==> src/rtl/video_stream_pkg.sv <==
// rtl/video_stream_pkg.sv - shared timing constants, pattern codes and pixel helper for the test source
package video_stream_pkg;

  localparam int CNT_W = 12;
  localparam int CNT_MAX_TOTAL = 1 << CNT_W;

  localparam int H_ACTIVE_720P = 1280;
  localparam int H_FP_720P     = 110;
  localparam int H_SYNC_720P   = 40;
  localparam int H_BP_720P     = 220;
  localparam int V_ACTIVE_720P = 720;
  localparam int V_FP_720P     = 5;
  localparam int V_SYNC_720P   = 5;
  localparam int V_BP_720P     = 20;

  localparam logic [1:0] PAT_HRAMP = 2'd0;
  localparam logic [1:0] PAT_VRAMP = 2'd1;
  localparam logic [1:0] PAT_CHECK = 2'd2;
  localparam logic [1:0] PAT_FLAT  = 2'd3;

  typedef logic [CNT_W-1:0] cnt_t;

  function automatic logic [7:0] pattern_pixel(input logic [1:0] pat, input cnt_t h, input cnt_t v);
    logic [7:0] pix;
    case (pat)
      PAT_HRAMP: pix = h[7:0];
      PAT_VRAMP: pix = v[7:0];
      PAT_CHECK: pix = (h[5] ^ v[5]) ? 8'hFF : 8'h00;
      default:   pix = 8'h80;
    endcase
    return pix;
  endfunction

endpackage

==> src/rtl/video_test_source_if.sv <==
// rtl/video_test_source_if.sv - pixel stream bundle (luma, valid, syncs, frame status)
interface video_test_source_if;

  logic [7:0] y_o;
  logic       dv_o;
  logic       hs_o;
  logic       vs_o;
  logic       sof_o;
  logic       busy_o;

  modport master (output y_o, dv_o, hs_o, vs_o, sof_o, busy_o);
  modport slave  (input  y_o, dv_o, hs_o, vs_o, sof_o, busy_o);

endinterface

==> src/rtl/video_timing_counter.sv <==
// rtl/video_timing_counter.sv - h/v raster counters with wrap flags and combinational sync/dv decode
module video_timing_counter
  import video_stream_pkg::*;
#(
  parameter int H_ACTIVE = H_ACTIVE_720P,
  parameter int H_FP     = H_FP_720P,
  parameter int H_SYNC   = H_SYNC_720P,
  parameter int H_BP     = H_BP_720P,
  parameter int V_ACTIVE = V_ACTIVE_720P,
  parameter int V_FP     = V_FP_720P,
  parameter int V_SYNC   = V_SYNC_720P,
  parameter int V_BP     = V_BP_720P
) (
  input  logic clk,
  input  logic rst,
  input  logic run_i,
  output cnt_t h_cnt_o,
  output cnt_t v_cnt_o,
  output logic frame_start_o,
  output logic frame_end_o,
  output logic dv_o,
  output logic hs_o,
  output logic vs_o
);

  localparam int   H_TOTAL  = H_ACTIVE + H_FP + H_SYNC + H_BP;
  localparam int   V_TOTAL  = V_ACTIVE + V_FP + V_SYNC + V_BP;
  localparam cnt_t H_LAST   = cnt_t'(H_TOTAL - 1);
  localparam cnt_t V_LAST   = cnt_t'(V_TOTAL - 1);
  localparam int   HS_START = H_ACTIVE + H_FP;
  localparam int   HS_END   = H_ACTIVE + H_FP + H_SYNC;
  localparam int   VS_START = V_ACTIVE + V_FP;
  localparam int   VS_END   = V_ACTIVE + V_FP + V_SYNC;

  if (H_TOTAL > CNT_MAX_TOTAL) begin : g_h_total_chk
    $error("H_TOTAL does not fit the horizontal counter");
  end
  if (V_TOTAL > CNT_MAX_TOTAL) begin : g_v_total_chk
    $error("V_TOTAL does not fit the vertical counter");
  end

  cnt_t h_cnt_q, h_cnt_d;
  cnt_t v_cnt_q, v_cnt_d;
  logic line_end;

  assign line_end      = (h_cnt_q == H_LAST);
  assign frame_end_o   = run_i && line_end && (v_cnt_q == V_LAST);
  assign frame_start_o = run_i && (h_cnt_q == '0) && (v_cnt_q == '0);

  always_comb begin
    h_cnt_d = h_cnt_q;
    v_cnt_d = v_cnt_q;
    if (!run_i) begin
      h_cnt_d = '0;
      v_cnt_d = '0;
    end else if (line_end) begin
      h_cnt_d = '0;
      v_cnt_d = (v_cnt_q == V_LAST) ? '0 : v_cnt_q + cnt_t'(1);
    end else begin
      h_cnt_d = h_cnt_q + cnt_t'(1);
    end
  end

  always_ff @(posedge clk or posedge rst) begin
    if (rst) begin
      h_cnt_q <= '0;
      v_cnt_q <= '0;
    end else begin
      h_cnt_q <= h_cnt_d;
      v_cnt_q <= v_cnt_d;
    end
  end

  // hs runs on every line, blanking lines included; vs covers whole lines
  assign dv_o = (int'(h_cnt_q) < H_ACTIVE) && (int'(v_cnt_q) < V_ACTIVE);
  assign hs_o = (int'(h_cnt_q) >= HS_START) && (int'(h_cnt_q) < HS_END);
  assign vs_o = (int'(v_cnt_q) >= VS_START) && (int'(v_cnt_q) < VS_END);

  assign h_cnt_o = h_cnt_q;
  assign v_cnt_o = v_cnt_q;

endmodule

==> src/rtl/video_test_source.sv <==
// rtl/video_test_source.sv - raster test-pattern source: run control, pattern mux, registered outputs
module video_test_source
  import video_stream_pkg::*;
#(
  parameter int H_ACTIVE = H_ACTIVE_720P,
  parameter int H_FP     = H_FP_720P,
  parameter int H_SYNC   = H_SYNC_720P,
  parameter int H_BP     = H_BP_720P,
  parameter int V_ACTIVE = V_ACTIVE_720P,
  parameter int V_FP     = V_FP_720P,
  parameter int V_SYNC   = V_SYNC_720P,
  parameter int V_BP     = V_BP_720P,
  parameter bit HS_POL   = 1'b1,
  parameter bit VS_POL   = 1'b1
) (
  input  logic                clk,
  input  logic                rst,
  input  logic                en_i,
  input  logic [1:0]          pattern_i,
  video_test_source_if.master vid
);

  localparam logic [0:0] ST_IDLE = 1'b0;
  localparam logic [0:0] ST_RUN  = 1'b1;

  logic [0:0] state_q, state_d;
  logic [1:0] pat_q, pat_d;
  logic [7:0] y_q, y_d;
  logic       dv_q, hs_q, vs_q, sof_q;
  logic       run;
  cnt_t       h_cnt, v_cnt;
  logic       frame_start, frame_end, t_dv, t_hs, t_vs;

  assign run = (state_q == ST_RUN);

  video_timing_counter #(
    .H_ACTIVE(H_ACTIVE), .H_FP(H_FP), .H_SYNC(H_SYNC), .H_BP(H_BP),
    .V_ACTIVE(V_ACTIVE), .V_FP(V_FP), .V_SYNC(V_SYNC), .V_BP(V_BP)
  ) u_timing (
    .clk          (clk),
    .rst          (rst),
    .run_i        (run),
    .h_cnt_o      (h_cnt),
    .v_cnt_o      (v_cnt),
    .frame_start_o(frame_start),
    .frame_end_o  (frame_end),
    .dv_o         (t_dv),
    .hs_o         (t_hs),
    .vs_o         (t_vs)
  );

  // en_i only matters in IDLE and at the last clock of a frame, so frames are never cut short
  always_comb begin
    state_d = state_q;
    case (state_q)
      ST_IDLE: if (en_i) state_d = ST_RUN;
      default: if (frame_end && !en_i) state_d = ST_IDLE;
    endcase
  end

  // the first pixel of a frame already uses the newly latched pattern
  assign pat_d = frame_start ? pattern_i : pat_q;
  assign y_d   = (run && t_dv) ? pattern_pixel(pat_d, h_cnt, v_cnt) : 8'h00;

  always_ff @(posedge clk or posedge rst) begin
    if (rst) begin
      state_q <= ST_IDLE;
      pat_q   <= PAT_HRAMP;
      y_q     <= 8'h00;
      dv_q    <= 1'b0;
      hs_q    <= ~HS_POL;
      vs_q    <= ~VS_POL;
      sof_q   <= 1'b0;
    end else begin
      state_q <= state_d;
      pat_q   <= pat_d;
      y_q     <= y_d;
      dv_q    <= run && t_dv;
      hs_q    <= (run && t_hs) ? HS_POL : ~HS_POL;
      vs_q    <= (run && t_vs) ? VS_POL : ~VS_POL;
      sof_q   <= frame_start && t_dv;
    end
  end

  assign vid.y_o    = y_q;
  assign vid.dv_o   = dv_q;
  assign vid.hs_o   = hs_q;
  assign vid.vs_o   = vs_q;
  assign vid.sof_o  = sof_q;
  assign vid.busy_o = run;

endmodule

==> src/flat_wrapper.sv <==
// flat-port wrapper written by rule: the top's interface ports become plain ports
module video_test_source_flat import video_stream_pkg::*;
#(
  parameter int H_ACTIVE = H_ACTIVE_720P,
  parameter int H_FP     = H_FP_720P,
  parameter int H_SYNC   = H_SYNC_720P,
  parameter int H_BP     = H_BP_720P,
  parameter int V_ACTIVE = V_ACTIVE_720P,
  parameter int V_FP     = V_FP_720P,
  parameter int V_SYNC   = V_SYNC_720P,
  parameter int V_BP     = V_BP_720P,
  parameter bit HS_POL   = 1'b1,
  parameter bit VS_POL   = 1'b1
)
  (clk, rst, en_i, pattern_i, vid_y_o, vid_dv_o, vid_hs_o, vid_vs_o, vid_sof_o, vid_busy_o);
  video_test_source_if vid_i ();
  input  logic clk;
  input  logic rst;
  input  logic en_i;
  input  logic [1:0] pattern_i;
  output wire logic [$bits(vid_i.y_o)-1:0] vid_y_o;
  output wire logic [$bits(vid_i.dv_o)-1:0] vid_dv_o;
  output wire logic [$bits(vid_i.hs_o)-1:0] vid_hs_o;
  output wire logic [$bits(vid_i.vs_o)-1:0] vid_vs_o;
  output wire logic [$bits(vid_i.sof_o)-1:0] vid_sof_o;
  output wire logic [$bits(vid_i.busy_o)-1:0] vid_busy_o;
  assign vid_y_o = vid_i.y_o;
  assign vid_dv_o = vid_i.dv_o;
  assign vid_hs_o = vid_i.hs_o;
  assign vid_vs_o = vid_i.vs_o;
  assign vid_sof_o = vid_i.sof_o;
  assign vid_busy_o = vid_i.busy_o;
  video_test_source #(.H_ACTIVE(H_ACTIVE), .H_FP(H_FP), .H_SYNC(H_SYNC), .H_BP(H_BP), .V_ACTIVE(V_ACTIVE), .V_FP(V_FP), .V_SYNC(V_SYNC), .V_BP(V_BP), .HS_POL(HS_POL), .VS_POL(VS_POL)) u_core (.clk(clk), .rst(rst), .en_i(en_i), .pattern_i(pattern_i), .vid(vid_i));
endmodule
==> config.mk <==
export PLATFORM = sky130hd
export DESIGN_NAME = video_test_source_flat
export DESIGN_NICKNAME = d
export VERILOG_FILES = /design/src/rtl/video_stream_pkg.sv /design/src/rtl/video_test_source_if.sv /design/src/rtl/video_timing_counter.sv /design/src/rtl/video_test_source.sv /design/src/flat_wrapper.sv
export SDC_FILE = /design/constraint.sdc
export NUM_CORES = 1
export LEC_CHECK = 0
export CELL_PAD_IN_SITES_DETAIL_PLACEMENT = 1
export CELL_PAD_IN_SITES_GLOBAL_PLACEMENT = 1
export CORE_ASPECT_RATIO = 0.8
export CORE_UTILIZATION = 45
export DETAILED_ROUTE_END_ITERATION = 8
export MAX_ROUTING_LAYER = met4
export PLACE_DENSITY = 0.84
export SETUP_SLACK_MARGIN = 0.05
export SYNTH_ARGS = -nofsm -noshare
export SYNTH_HDL_FRONTEND = slang
export SYNTH_SLANG_ARGS = --single-unit
==> constraint.sdc <==
create_clock -name clk -period 2.6 [get_ports clk]
set_input_delay 0.52 -clock clk [delete_from_list [all_inputs] [get_ports clk]]
set_output_delay 0.52 -clock clk [all_outputs]
set_load 0.01 [all_outputs]
Figure 1. Nets reached from selected ports.
The bar under the picture is 20 µm long.
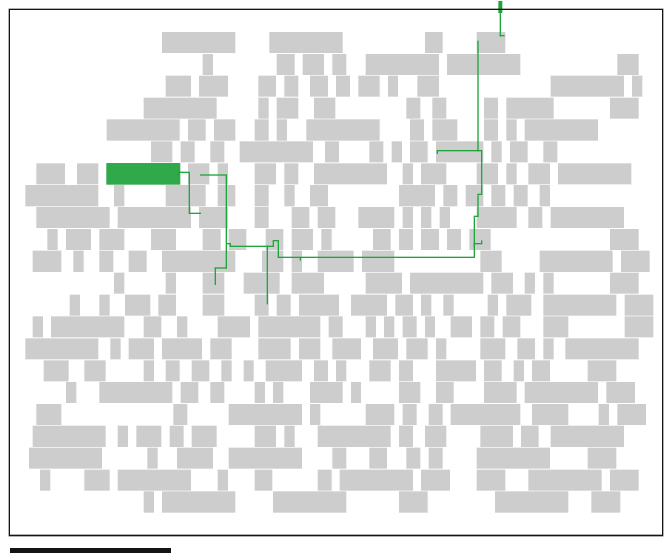
green -> vid_busy_o  # bits 1, direction output, edge top, end cells 1, wire 106 µm

Figure 2. Power grid.
The bar under the picture is 20 µm long. Pins as bars on the die edge. Tap cells in grey.
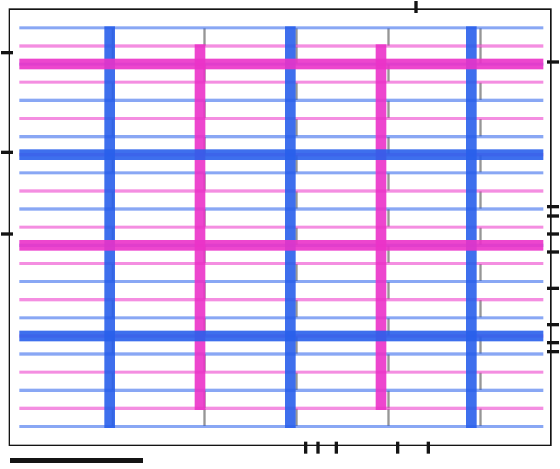
blue -> VSS
magenta -> VDD
signal pins = 18
met4 straps = 5

Figure 3. Cell outlines without signal wires.
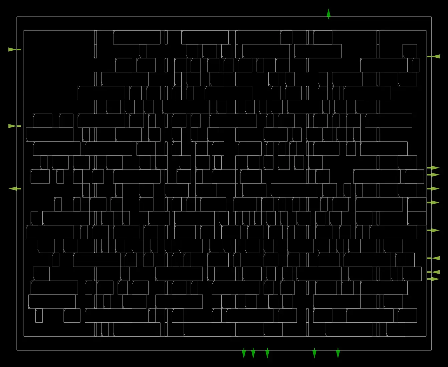
tap cells: 60
flip-flops: 39
fill cell count: 550

Figure 4. Wiring heat map.
The die is cut into 16 by 13 equal tiles; dark blue is low, red is high, scaled to the fullest tile. Values are wire area over tile area, all layers added.
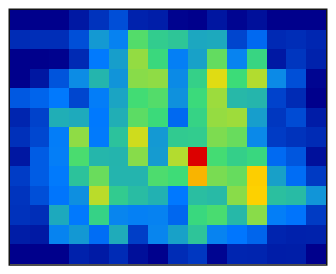
nearly empty tiles = 10%
tiles over half the peak = 16%
fullest tile = 0.62

Figure 5. Placed cells, one colour a class.
Fill, decap, tap and diode cells in grey.
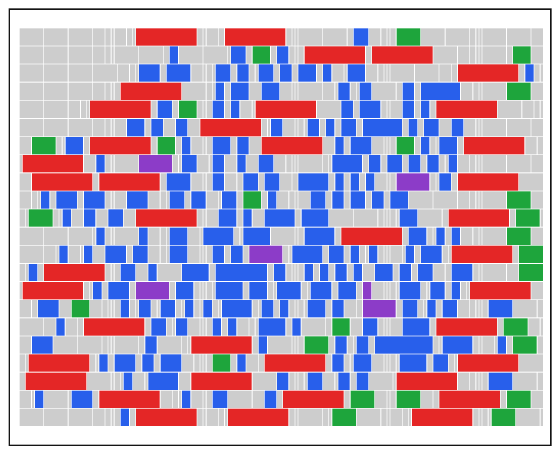
blue -> all other logic  # cells 189, share of their area 49%
red -> flip-flops  # cells 39, share of their area 39%
purple -> clock drivers and dummy loads  # cells 6, share of their area 2.9%
green -> other buffers and delay cells  # cells 26, share of their area 9.5%

final timing paths:
check / depth (start not counted) / slack, ns / endpoint
worst max-delay path: 5 / 0.16 / u_core.vid.y_o[1]
worst min register to register: 1 / 0.55 / u_core.u_timing.v_cnt_o[10]
max in group asynchronous: 3 / 1.60 / u_core.u_timing.h_cnt_o[2]
worst max register to register: 5 / 0.16 / u_core.vid.y_o[1]
min in group asynchronous: 3 / 0.65 / u_core.vid.vs_o
worst min-delay path: 1 / 0.55 / u_core.u_timing.v_cnt_o[10]
area by class of cell:
type / count / area [µm²]
Multi-Input combinational cell: 177 / 1180
Sequential cell: 39 / 975.9
Inverter: 12 / 45.04
Clock buffer: 6 / 72.57
Fill cell: 550 / 2121
Timing Repair Buffer: 26 / 237.7
Tap cell: 60 / 75.07
through the flow:
stage / hold WS (ns) / power [mW] / util, % / cells
floorplan: 0.4763 / 0.6652 / - / 242
global placement: 0.5394 / 0.6962 / 53.40 / 314
detailed placement: 0.5477 / 0.6992 / 53.40 / 314
CTS: 0.5582 / 1.079 / 54.94 / 320
global route: 0.5781 / 1.111 / 54.94 / 320
finish: 0.5537 / 1.069 / 54.94 / 320
logic make-up after synthesis:
kind of cell | share of synthesized area (%)
AND/OR/NAND/NOR | 25.42
AND-OR/OR-AND | 15.29
flip-flops | 43.38
buffers and inverters | 4.505
XOR/XNOR | 4.672
adder cells (fa/ha/maj) | 3.893
multiplexers | 2.836
power breakdown:
part           internal (mW)  leakage (nW)  switching (mW)  total, mW
logic                 0.0298         0.533          0.0347     0.0645
clock network          0.179        0.0371           0.204      0.383
registers              0.615         0.506         0.00721      0.622
==> impl_metrics.tcl <==
# metrics dict for downstream scripts
set metrics [dict create \
    status "completed" \
    diodes 0 \
    finalCritPeriodShare_pct 93.68 \
    synth-edff-count 0 \
    synth.avg_cell_area_um2 9.296 \
    layout_min_cycle_time_ns 2.436 \
    setup.worst_path.start "u_core.u_timing.h_cnt_o[7]" \
    hold_start "u_core.u_timing.v_cnt_o[10]" \
    fp_nets 254 \
    hold_path_class "register to register" \
    dr.max_layer_used "met4" \
    routed-wl-met2_um 2752 \
    dominantRegCellSynth "dfrtp_1" \
    gp_routability_congestion 0.8472 \
    drc 0 \
    crit_fanout 6 \
    top_cell_area_share_pct 43.38 \
    ys_warn_count 0 \
    tightestPinTransition_ns 0.5353 \
    drt-met1-wl_um 2880 \
    grt_max_degree 40 \
    cp_num_buf_inv 0 \
    die_height_um 65.24 \
    ant_nets 0 \
    drt_iter0_drc 132 \
    clock_sinks 39 \
    drive_above_1_share_pct 11.54 \
    dpl.hpwl_um 4449 \
    finClkSkew_ns 0.005612 \
    critPathKind "register to register" \
    met1_usage_pct 35.64 \
    grt_antenna_before_repair 0 \
    setup_tns_ns 0 \
    rsz0062_at_grt "false" \
    postCtsSetupBuffers 0 \
    crit_arrival_ns 2.63 \
    ys_types 51 \
    synth-seq-cells 39 \
    place_ws_ns 0.1959 \
    groute.layer.met3.usage_pct 4.861 \
    maxCapViolCount 0 \
    relSlewSlack_pct 64.24 \
    core_area_um2 4707 \
    common_cells "39 x dfrtp_1, 23 x nor2_1, 19 x nand2_1, 12 x inv_1, 12 x nand3_1" \
    area_leaders "dfrtp_1 43%, ha_1 3.9%, nor2_1 3.8%, nand2_1 3.2%, xor2_1 2.7%" \
    fp.dieW_um 81.05 \
    overflow 0 \
    max_freq_mhz 410.6 \
    drt-total-wl_um 5925 \
    numCtsBuffers 5 \
    hold_violations 0 \
    ys_seq_share_pct 43.38 \
    setup_viol 0 \
    slowest_stage "or4_4" \
    fp-utilization_pct 47.79 \
    route.met3.wl_um 204 \
    placed_area_um2 2514 \
    async_flop_share_pct 100.0 \
    nNetsFinal 273 \
    first_pass_iters 4 \
    critPathLaunchType "register" \
    setup_ws_ns 0.1644 \
    ios 18 \
    cts_resized 0 \
    io_buffers 17 \
    floorplan.rows 22 \
    ir_worst_vdd_uv 278.4 \
    grt-busiest-layer "met2" \
    grt_first_pass_wirelength_um 9942 \
    endpoint_kind "register" \
    ys_chip_area_um2 2250 \
    cts_buffer_depth 2 \
    cts_hold_buf 0 \
    path_clk_slew_ns 0.07 \
    cts_tree "built" \
    critical-path-top-delay-family "simple AND/OR/NAND/NOR gates" \
    grt_usage_pct 26.15 \
    p_leak_nw 1.076 \
    log.warning_count 31 \
    vias_per_cell 5.988 \
    ys_cells 242 \
    cpMostUsedCell "or4_4" \
    lay_top_cells "39 x dfrtp_1, 23 x nor2_1, 19 x nand2_1" \
    powerDensity_nw_per_um2 413.5 \
    htreeDepth 2 \
]
No activity file was given, so power comes from the tool's default toggle rates.
